Design rs_ff_bank, sky130hd; sources not shown.
Fig. 1: run 1, floorplan with the power grid
Scale bar: 20 um. Pins as bars on the die edge. Tap cells in grey.
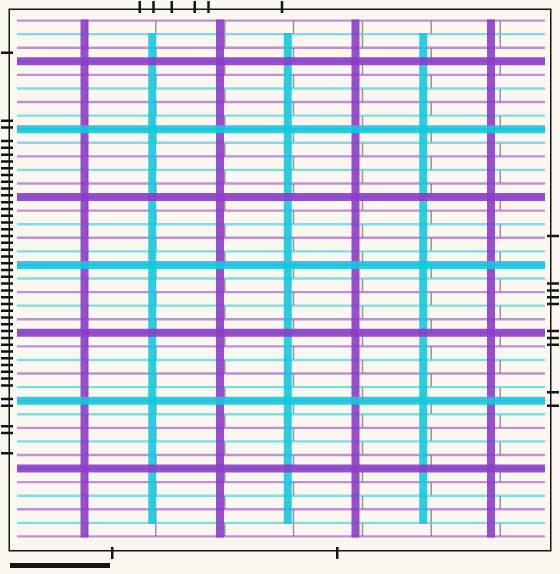
VDD: in cyan. VSS: in purple.
The core has 38 rows. 140 tap cells. 63 signal pins sit on the boundary. 7 straps on met4. 7 straps on met5.
peak supply drop: 0.000713 V
die width: 108 um
die y size: 108 um

Fig. 2: run 1, cell placement
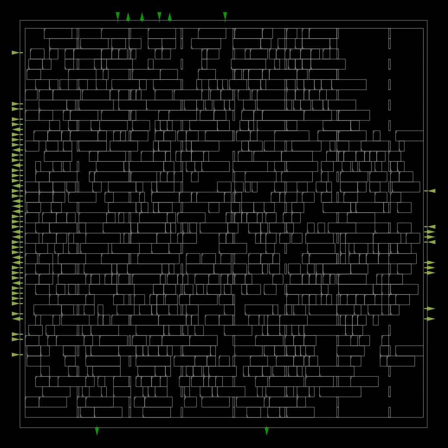
core area: 0.0109 sq mm
flop share of the area: 34.3%
Core Util, Final: 64.5%
flop count: 121
tap cell count: 140

Fig. 3: run 1, placement density heat map
Scale bar: 20 um. The die is cut into 11 by 11 equal tiles; white is low, dark blue is high, 0 to 100% covered.
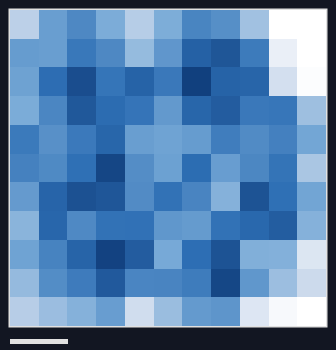
The fullest tile reaches 94%. 4.1% of the tiles are nearly empty. 24% of the tiles are over 75% full. The mean over all tiles is 59%. The densest ninth of the die: west.
Starting Density: 50.5%

==> flow_metrics.py, run 1 <==
# Physical implementation metrics
metrics = {
    "worst_setup_path": {
        "slowest_stage": "clkdlybuf4s50_1",
        "cp.arrival_ps": 1360,
        "cp_num_buf_inv": 1,
        "reg2reg_slack_ps": 90,
        "crit_family": "buffers and inverters",
        "path_class": "reg2out",
        "worstSetupEndpointType": "primary output",
        "cpPeakStageDelay_ps": 610,
        "path_depth": 1,
        "start_kind": "register",
        "path_max_fanout": 2,
        "cp_cell_sequence": "clkdlybuf4s50_1",
    },
    "floorplanning": {
        "rows": 38,
        "ios": 63,
        "dieArea_sq_mm": 0.0117,
    },
    "final_layout": {
        "diodes": 0,
        "area_share_nonclk_buffers_pct": 13.7,
        "logic_gates": 417,
        "instances_no_fill": 836,
        "nClkBuffers": 24,
        "clkCellAreaFrac_pct": 8.71,
        "nNonClkInverters": 17,
        "logic_area_sq_mm": 0.00282,
        "comb_area_share_pct": 39.9,
        "largest_class": "multi-input combinational cells",
        "largest_reg_flops": 64,
        "nNonClkBuffers": 109,
        "area_growth_pct": 27.7,
    },
    "yosys": {
        "yosysCellCount": 590,
        "async_flop_share_pct": 0,
        "syn_area_sq_mm": 0.00553,
        "synthTopCellsByCount": "121 x dfxtp_1, 56 x nor2_1, 38 x a21oi_1",
        "synth_top_cell_by_area": "dfxtp_1",
        "syn_inst": 590,
        "ys_sh_xor_pct": 4.44,
        "yosys_area_sq_mm": 0.00553,
        "top_area_share_pct": 43.8,
        "ys_sh_adder_pct": 1.81,
        "synth-seq-cells": 121,
        "logic_family": "simple AND/OR/NAND/NOR gates",
        "edf_count": 0,
        "synth-seq-area-share_pct": 43.8,
        "synth-main-ff-cell": "dfxtp_1",
        "ys_sh_aoi_pct": 15.1,
        "synth_warnings": 0,
        "ys_sh_simple_pct": 23.4,
        "mux_share_pct": 6.02,
        "yosysUniqueCellTypes": 52,
    },
    "grt": {
        "grt_max_degree": 33,
        "overflow": 0,
        "grt_usage_pct": 23.4,
        "grt_pass1_wl_um": 20900,
    },
    "clock_network": {
        "cts_buffers": 17,
        "clock.latency.late_pin_ps": 410,
        "clk_pin_slew_ps": 50,
        "postCtsHoldBufs": 0,
        "cts_sinks": 121,
        "cts-resized-gates": 8,
        "cts_buffer_depth": 2,
        "root_buffer": "clkbuf_16",
    },
    "final_timing": {
        "min_period_over_period_pct": 98.2,
        "maxSlewHeadroom_pct": 65.8,
        "setup_viol": 0,
        "worst_slew_pin_slew_ps": 512,
        "hold_viol_final": 0,
        "period_minus_slack_ps": 1670,
        "clock.fmax_ghz": 0.599,
        "finalMaxSlewViolations": 0,
    },
    "route": {
        "wl_per_cell_um": 15.0,
        "avgViaCountPerCell": 5.49,
        "routed_wl_um": 12600,
    },
    "pwr": {
        "seq_power_share_pct": 41.1,
        "clkPwrFrac_pct": 52.1,
        "p_switching_w": 0.00150,
        "combPwrFrac_pct": 6.8,
        "power-top-group": "the clock network",
        "p_int_w": 0.00569,
        "p_per_area_mw_per_mm2": 1020,
        "p_sw_share_pct": 20.8,
    },
    "outcome": {
        "status": "finished, final reports clean",
    },
    "place": {
        "place.gp.congestion": 0.842,
        "place_hpwl_um": 9240,
        "placed_cell_area_sq_mm": 0.00647,
    },
    "worst_hold_path": {
        "hold_class": "in2reg",
        "holdPathStages": 2,
    },
}
run 1: worst register-to-register path: stages, from the launching register on:
cell and delay [ps]:
dfxtp_1 350, ha_1 240, nand4_1 250, nand4_2 150, or3_1 390, a21oi_2 130
run 1: per-stage QoR:
stage                     hold slack (ps)  utilization, %  worst slack [ps]  total power, W  setup TNS (ps)
after global placement                363            59.2              -166         0.00351           -4970
after floorplan                       332               -               247         0.00327               0
after global routing                  375            64.5             -24.6         0.00743           -60.0
final                                 370            64.5              31.3         0.00719               0
after CTS                             354            64.7              16.8         0.00725               0
after detailed placement              368            59.2              -260         0.00352           -6290
run 1: layer usage:
layer  up-vias  wire length (um)  track usage, %
met5         -                 0               0
met4         0               259            10.6
met3        22               767            6.81
met2       134              5890            37.6
met1      2140              5630            29.0
li1       2291                 -               -
run 1: cells in the final DEF, fill, tap and decap left out, types with 9 or more instances in the layout:
master | netlist | routed
nand2b_1 | 14 | 14
nor2_1 | 56 | 56
nand2_1 | 37 | 37
and2_1 | 37 | 27
and3_1 | 11 | 11
clkbuf_16 | 0 | 17
clkdlybuf4s50_1 | 0 | 48
o21ai_0 | 14 | 17
xor2_1 | 18 | 18
nand4_1 | 12 | 12
inv_1 | 16 | 17
or3_1 | 13 | 13
xnor2_1 | 10 | 10
o21ai_1 | 12 | 9
and2_0 | 0 | 9
nand3_1 | 13 | 13
nor3_1 | 15 | 15
dfxtp_1 | 121 | 120
a21oi_1 | 38 | 38
mux2i_1 | 22 | 22
clkbuf_1 | 5 | 11
buf_4 | 19 | 39
run 1: logic make-up after synthesis:
group,count (synthesis)
flip-flops,121
AND-OR/OR-AND,123
adder cells (fa/ha/maj),8
XOR/XNOR,28
buffers and inverters,52
multiplexers,27
AND/OR/NAND/NOR,231
==> run 2, diff against run 1 <==
Settings changed: CAP_MARGIN 25 to 40, PLACE_DENSITY 0.67 to not set, PLACE_DENSITY_LB_ADDON set to 0.15, SLEW_MARGIN set to 20.
Fig. 4: run 2, where the registers sit
Scale bar: 20 um. Other sequential cells in the stronger grey, the rest of the logic in the fainter grey.
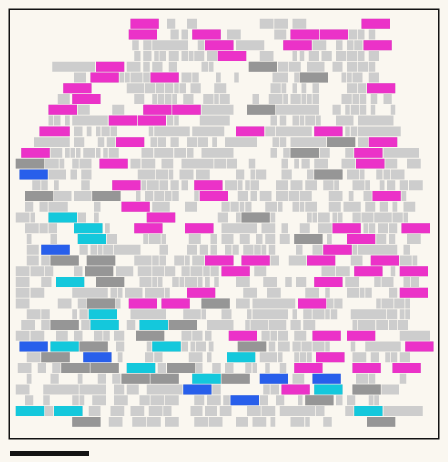
`g_chan.u_chan.g_sync.r_ssync`: in cyan, placed flops 16. `g_chan.u_chan.o_cnt`: in magenta, placed flops 64, where widely spread. `g_chan.u_chan.o_conflict`: in blue, placed flops 8.
Another 33 sequential cells are not coloured.
FF/Latch Area: 0.00242 sq mm
Core Util, Final: 64.4%
Seq group: 0.00296 W

Fig. 5: run 2, floorplan with the power grid
Scale bar: 20 um. Pins as bars on the die edge. Tap cells in grey.
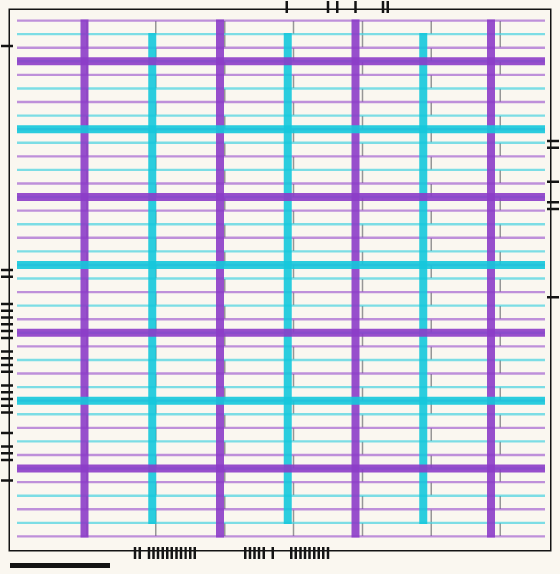
VDD: in cyan. VSS: in purple.
7 straps on met4. 7 straps on met5. 39 met1 rails follow the rows. 140 tap cells. The core has 38 rows.
peak supply drop: 0.000798 V

==> flow_metrics.py, run 2 <==
# Physical implementation metrics
metrics = {
    "final_timing": {
        "tns_ps": 0,
        "worst_slack_ps": 49.6,
        "setup_viol": 0,
        "maxSlewHeadroom_pct": 61.3,
        "min_period_over_period_pct": 97.1,
        "timing.hold.ws_ps": 365,
        "clock.fmax_ghz": 0.606,
        "worst_slew_pin_slew_ps": 580,
        "hold_viol_final": 0,
        "finalMaxSlewViolations": 0,
        "period_minus_slack_ps": 1650,
    },
    "yosys": {
        "yosysCellCount": 590,
        "syn_area_sq_mm": 0.00553,
        "top_cell": "dfxtp_1",
        "synth-seq-cells": 121,
        "synthTopCellsByCount": "121 x dfxtp_1, 56 x nor2_1, 38 x a21oi_1",
        "avgSynthCellArea_sq_um": 9.37,
        "synth-seq-area-share_pct": 43.8,
        "edf_count": 0,
        "synth-main-ff-cell": "dfxtp_1",
        "synthesis.nets": 636,
        "synth_warnings": 0,
        "yosys_area_sq_mm": 0.00553,
        "async_flop_share_pct": 0,
        "top_area_share_pct": 43.8,
        "synth_top_cell_by_area": "dfxtp_1",
        "yosysUniqueCellTypes": 52,
        "topCellsByArea": "dfxtp_1 44%, and2_1 4.2%, mux2i_1 4.0%",
        "syn_inst": 590,
    },
    "worst_setup_path": {
        "crit_family": "buffers and inverters",
        "reg2reg_slack_ps": 90,
        "cp_cell_sequence": "clkdlybuf4s50_1",
        "cpPeakStageDelay_ps": 600,
        "start_kind": "register",
        "path_depth": 1,
        "worstSetupEndpointType": "primary output",
        "path_max_fanout": 1,
        "slowest_stage": "clkdlybuf4s50_1",
        "cp_num_buf_inv": 1,
        "cp_data_required_time_ps": 1390,
        "cp.arrival_ps": 1350,
        "worstRegToRegCells": 5,
        "path_class": "reg2out",
    },
    "pwr": {
        "combPwrFrac_pct": 6.6,
        "leakage_nw": 2.69,
        "clkPwrFrac_pct": 52.4,
        "power_w": 0.00721,
        "p_switching_w": 0.00151,
        "p_sw_share_pct": 20.9,
        "seq_power_share_pct": 41.0,
        "p_int_w": 0.00571,
        "p_per_area_mw_per_mm2": 1020,
    },
    "place": {
        "placed_cell_area_sq_mm": 0.00647,
        "io_buffers": 62,
        "place.gp.congestion": 0.891,
        "place_hpwl_um": 9600,
        "post-place-ws_ps": -174,
        "dpl.cell_count": 805,
    },
    "clock_network": {
        "cts_buffer_depth": 2,
        "cts_setup_buffers": 0,
        "tritoncts": "done",
        "cts_sinks": 121,
        "ctsHtreeMaxLevel": 4,
        "clock.latency.late_pin_ps": 420,
        "root_buffer": "clkbuf_16",
        "clk_pin_slew_ps": 50,
        "cts_buffers": 17,
    },
    "route": {
        "drtIter0Drc": 314,
        "dr.pass1.iters": 5,
        "routed_wl_um": 13200,
        "avgViaCountPerCell": 5.52,
        "drc": 0,
        "ant_nets": 0,
        "wl_per_cell_um": 15.8,
        "vias": 4612,
    },
    "grt": {
        "grt_pass1_vias": 4476,
        "grt_max_degree": 26,
        "overflow": 0,
        "grt_pass1_wl_um": 21600,
        "grt_usage_pct": 24.6,
        "antenna_found_initial": 0,
    },
    "worst_hold_path": {
        "hold_class": "in2reg",
        "holdPathStages": 2,
    },
    "floorplanning": {
        "fp.dieH_um": 108,
        "dieArea_sq_mm": 0.0117,
        "coreArea_sq_mm": 0.0109,
        "ios": 63,
        "fp_util_pct": 50.5,
        "die_w_um": 108,
        "rows": 38,
    },
    "final_layout": {
        "final.fill_count": 926,
        "diodes": 0,
        "mostFrequentLayoutCell": "dfxtp_1",
        "largest_reg_flops": 64,
        "instances_no_fill": 836,
        "mostFrequentLayoutCells": "120 x dfxtp_1, 56 x nor2_1, 45 x clkdlybuf4s50_1",
        "drive_gt1_share_pct": 14.8,
        "finalNetCount": 730,
        "area_growth_pct": 27.5,
        "final_cell_area_sq_mm": 0.00705,
    },
    "run": {
        "warning_count": 26,
        "maxCapViolCount": 0,
    },
    "outcome": {
        "status": "finished, final reports clean",
    },
}
-- run 2: cell types whose count changed in the layout (fill, tap and decap cells not counted), sizes merged --
| cell | before | now |
|---|---|---|
| clkdlybuf4s50 | 48 | 45 |
| dlygate4sd3 | 2 | 0 |
| dlygate4sd2 | 8 | 9 |
| clkbuf | 33 | 36 |
| buf | 42 | 43 |
-- run 2: layer usage --
layer  part of all wire (%)  up-vias  GRT usage (%)
li1                       -     2287              -
met1                     45     2197           30.0
met2                     49      115           41.0
met3                    4.7       13           7.59
met4                    1.3        0           8.32
met5                      0        -              0
-- run 2: layout make-up --
class / instances / area, sq um / area share (%)
clock buffers: 23 / 478 / 6.78
inverters: 17 / 63.8 / 0.906
flip-flops and latches: 121 / 2420 / 34.4
multi-input cells: 417 / 2850 / 40.4
clock inverters: 8 / 143 / 2.02
well taps: 140 / 175 / 2.49
repair buffers: 110 / 913 / 13.0
-- run 2: repair_timing --
item	CTS	global route
setup endpoints to repair	9	14
hold buffers	0	0
pin swaps	0	1
hold endpoints to repair	0	0
resized	9	14
-- run 2: cell families after synthesis --
kind of cell | Yosys count | synth area share, %
AND-OR/OR-AND | 123 | 15.1
XOR/XNOR | 28 | 4.44
adder cells (fa/ha/maj) | 8 | 1.81
buffers and inverters | 52 | 5.46
flip-flops | 121 | 43.8
multiplexers | 27 | 6.02
AND/OR/NAND/NOR | 231 | 23.4
-- run 2: power groups by stage --
| stage | clock, W | sequential [W] | combinational [W] |
|---|---|---|---|
| floorplan | 0 | 0.00302 | 0.000256 |
| global placement | 0 | 0.00301 | 0.000484 |
| detailed placement | 0 | 0.00302 | 0.000493 |
| CTS | 0.00382 | 0.00296 | 0.000489 |
| global route | 0.00397 | 0.00297 | 0.000517 |
| finish | 0.00378 | 0.00296 | 0.000477 |
Power figures rest on the tool's default switching activity, not on a simulated workload.
